==> config.mk <==
export PLATFORM = sky130hd
export DESIGN_NAME = ivl_uvm_ovl_fire_collector
export DESIGN_NICKNAME = d
export VERILOG_FILES = /design/src/rtl/ivl_uvm_ovl_fire_collector.sv
export SDC_FILE = /design/constraint.sdc
export NUM_CORES = 1
export LEC_CHECK = 0
export ABC_CLOCK_PERIOD_IN_PS = 3400
export CAP_MARGIN = 15
export CORE_MARGIN = 2
export CORE_UTILIZATION = 53
export CTS_BUF_LIST = sky130_fd_sc_hd__clkbuf_16
export DETAILED_ROUTE_END_ITERATION = 10
export GPL_ROUTABILITY_DRIVEN = 0
export PLACE_DENSITY = 0.83
export SLEW_MARGIN = 20
export SYNTH_ARGS = -nofsm -noshare
export SYNTH_HDL_FRONTEND = slang
export SYNTH_SLANG_ARGS = --single-unit
==> constraint.sdc <==
create_clock -name clock -period 3.4 [get_ports clock]
set_clock_uncertainty 0.15 [all_clocks]
set_input_delay 0.68 -clock clock [delete_from_list [all_inputs] [get_ports clock]]
set_output_delay 0.68 -clock clock [all_outputs]
set_load 0.01 [all_outputs]
Figure 1. Metal 3 (run 1).
The bar under the picture is 20 µm long.
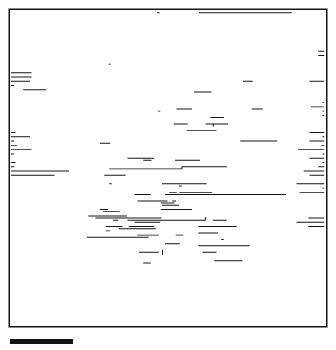
wire length on this layer: 596 µm
share of all routed wire: 5.1%
aggregate routed wire length: 11.6 mm
met3 Use GR: 2.91%
via count: 4169

Figure 2. Register map, names as in the netlist (run 1).
Other sequential cells in the stronger grey, the rest of the logic in the fainter grey.
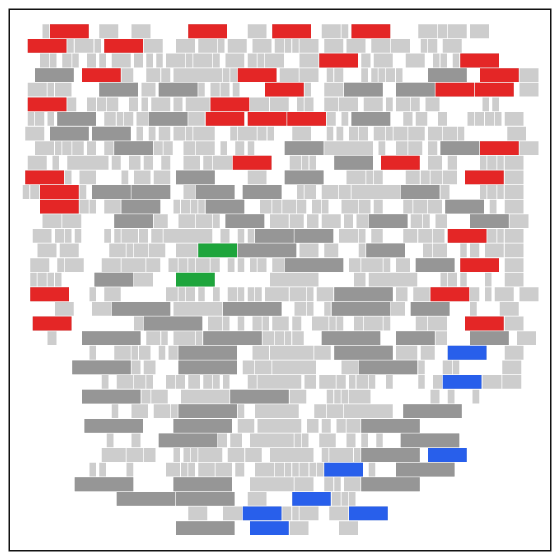
legend:
  blue:
    netlist_name: rd_count
    sequential_cells: 8
  red:
    netlist_name: first_ts
    sequential_cells: 32
  green:
    netlist_name: first_idx
    sequential_cells: 2
area taken by flip-flops and latches: 0.00254 mm²
Layout Utilization: 67.8%
Seq/total area: 41.0%
power in sequential cells: 1.42 mW

Figure 3. Logic cells by family (run 1).
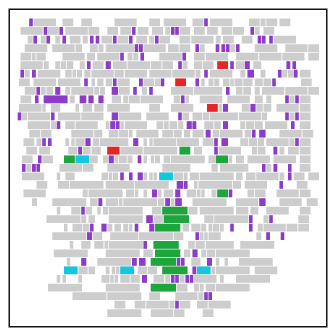
legend:
  green:
    family: multiplexers
    cells: 12
  cyan:
    family: adder and majority cells
    cells: 5
  red:
    family: AND-OR and OR-AND gates
    cells: 4
    where: north
  purple:
    family: NAND gates
    cells: 144
    where: all over the die
count of non-filler cells in the finished layout: 730
most common cell after layout, fill and taps aside: sky130_fd_sc_hd__nand2_1
share of the final layout cell area in multi-input gates: 36.5%

==> notes.md <==
On the backend side, the flow ran end to end.

The standard-cell row count stands at 35. Once layout is done, the placed cells without fillers occupy 0.00620 mm². The die is 101 µm wide. According to the timing report, the data required time at the worst endpoint equals 3530 ps. For reference, the top cells by area after synthesis are sky130_fd_sc_hd__dfxtp_1, sky130_fd_sc_hd__edfxtp_1, sky130_fd_sc_hd__nand2_1. Per the synth log, the flip-flop and latch total comes to 111. The register-to-register path setup slack stands at 1060 ps. The synthesized design devotes to its leading area cell type 32.0% of total area.

The wire length of the first global-routing pass stands at 18.8 mm. 0 antenna diodes ended up in the layout. The region available for standard cell placement spans 0.00915 mm². Setup repair after global routing left no endpoint under its margin. Per the detailed placement report, the placed cell area equals 0.00591 mm².

STA classifies the critical path startpoint as a primary input. The most critical hold endpoint after final layout shows a slack of 305 ps. Per the detail_route report, DRC violations left total 0. In this build the clock could be raised as far as 353 MHz. TritonCTS built the clock tree.

The number of global-route vias before repair stands at 3732. The post-route setup TNS stands at 0 ps. In the placement report, post-DP HPWL is listed as 8.08 mm. Checking hold timing, the worst path is listed with class flop to flop. The analysis attributes to cell leakage a power of 2.09 nW. The data arrival time of the critical path stands at 2960 ps. The worst register-to-register path depth is 4.

The number of CTS-inserted buffers stands at 9. The synthesis stats list as the most numerous cell sky130_fd_sc_hd__nand2_1. The OpenROAD warning count stands at 26. Relative to the synthesized area, the layout overhead comes to 25.6%. The final number of hold-violating endpoints stands at 0. Yosys reports that the most numerous cell types are sky130_fd_sc_hd__nand2_1, sky130_fd_sc_hd__dfxtp_1, sky130_fd_sc_hd__a21oi_1, sky130_fd_sc_hd__nor2_1, sky130_fd_sc_hd__edfxtp_1. After detailed routing, the average wire length per cell comes to 15.9 µm. Total power for the finished layout comes to 2.59 mW. Of all nets on the critical path, the largest fanout is 29. The max-slew violation count stands at 0. For reference, the post-synthesis area per instance comes to 9.26 µm². The die area stands at 0.0101 mm². The net count of the finished layout is 630. Global routing used 23.5% of the available tracks. Per the skew report, the later register of the worst-skew pair sees a clock latency of 350 ps. The cell sitting at the root of the clock tree is a sky130_fd_sc_hd__clkbuf_16. The post-cts hold-fix buffer tally stands at 0. The clock H-tree reported by CTS has 3 levels.

In the layout the commonest cells are sky130_fd_sc_hd__nand2_1, sky130_fd_sc_hd__clkdlybuf4s50_1, sky130_fd_sc_hd__dfxtp_1, sky130_fd_sc_hd__a21oi_1, sky130_fd_sc_hd__nor2_1. The pin closest to its max-slew limit shows a slew of 917 ps. The commonest register cell is sky130_fd_sc_hd__dfxtp_1. The power per standard cell area stands at 418 mW/mm². The count of yosys warnings during synthesis stands at 0. The count of endpoints failing setup in the final report stands at 0. The initial standard-cell utilization of the core stands at 53.9%. Post-route period utilization is reported as 83.4%. By startpoint and endpoint, the worst setup path is classified as primary input to flop. STA classifies the critical path endpoint as a flop. The worst hold path depth stands at 2. The number of antenna violations at the first check in global routing stands at 0. The clock drives 111 sinks.

The buffer depth of the longest clock path stands at 2. The number of iterations in the first detailed-routing pass stands at 5. The instance tally after logic synthesis stands at 533. The peak ir drop on the vdd network stands at 0.000245 V. Port buffering added 87 buffers.

The post-CTS setup repair buffer count stands at 0. The script logs the ratio of routed vias to standard cells as 5.71. The number of cell instances after yosys synthesis stands at 533.

The largest total area in the synthesized netlist belongs to sky130_fd_sc_hd__dfxtp_1. The worst-case max-slew headroom was logged as 38.4%. The post-synth area from yosys stat stands at 0.00494 mm². The synthesized area stands at 0.00494 mm². The minimum clock period stands at 2830 ps.

Counting every net in the synthesized netlist gives 549. Of the cells placed in the final design, the portion with a size suffix greater than 1 is 6.62%. The count of cell types in the netlist stands at 40. The global route stage reports its total congestion overflow as 0.

Pin placement for this block handled 88 I/O pins. The share of synthesized area occupied by flip-flops and latches stands at 51.5%. Looking at the worst setup and hold paths, the clock pins of their registers show a slew of 80 ps. In this run, post-CTS repair resized a total of 0 instances. The run reported a max-capacitance violation count of 0. The async set-reset flop share out of synthesis stands at 0%. The count of flip-flops with a built-in enable after synthesis stands at 32.

The run finished with clean final reports. The height of the chip stands at 101 µm. The detail route stage leaves a number of antenna-violating nets equal to 0. The violation tally recorded at the end of detailed-routing iteration 0 is 236. Entering global routing, the biggest net connects 39 pins.
## run 1: stage by stage
| step | util, % | worst slack [ps] | instances |
|---|---|---|---|
| 3_3_place_gp | 64.6 | 382 | 714 |
| 3_5_place_dp | 64.6 | 288 | 714 |
| 6_report | 67.8 | 565 | 730 |
| 5_1_grt | 67.8 | 430 | 730 |
| 4_1_cts | 67.8 | 575 | 730 |
| 2_1_floorplan | - | 760 | 533 |
## run 1: area by class of cell
cell class,instances,area (µm²)
Clock buffer,9,225
Clock inverter,7,63.8
Fill cell,714,2950
Inverter,6,22.5
Multi-Input combinational cell,389,2260
Sequential cell,111,2540
Tap cell,111,139
Timing Repair Buffer,97,946
## run 1: routing by layer
layer	global-route usage (%)	vias up	share of wire, %
li1	-	2056	-
met1	33.5	1952	45
met2	37.3	141	48
met3	2.91	20	5.1
met4	8.01	0	2.0
met5	0	-	0
## run 1: logic make-up (layout without fill, tap and decap cells)
kind of cell,Yosys count,after routing,synth area share [%]
and+or+nand+nor,249,249,24.1
DFF,111,111,51.5
AOI/OAI and AO/OA,93,93,10.6
buffers and inverters,33,119,2.74
xor gates and xnor gates,30,30,5.32
muxes,12,12,4.49
adders and majority gates,5,5,1.27
## run 1: critical path, stage by stage
cell                              delay [ps]
sky130_fd_sc_hd__clkdlybuf4s50_1         520
sky130_fd_sc_hd__o41ai_1                 720
sky130_fd_sc_hd__or3_1                   360
sky130_fd_sc_hd__buf_4                   360
sky130_fd_sc_hd__nand2_1                 120
sky130_fd_sc_hd__a21oi_1                 190
## run 1: where the power goes
group | internal [mW] | switching [mW]
clock | 0.516 | 0.508
sequential | 1.39 | 0.0329
combinational | 0.0618 | 0.0860
No activity file was given, so power comes from the tool's default toggle rates.
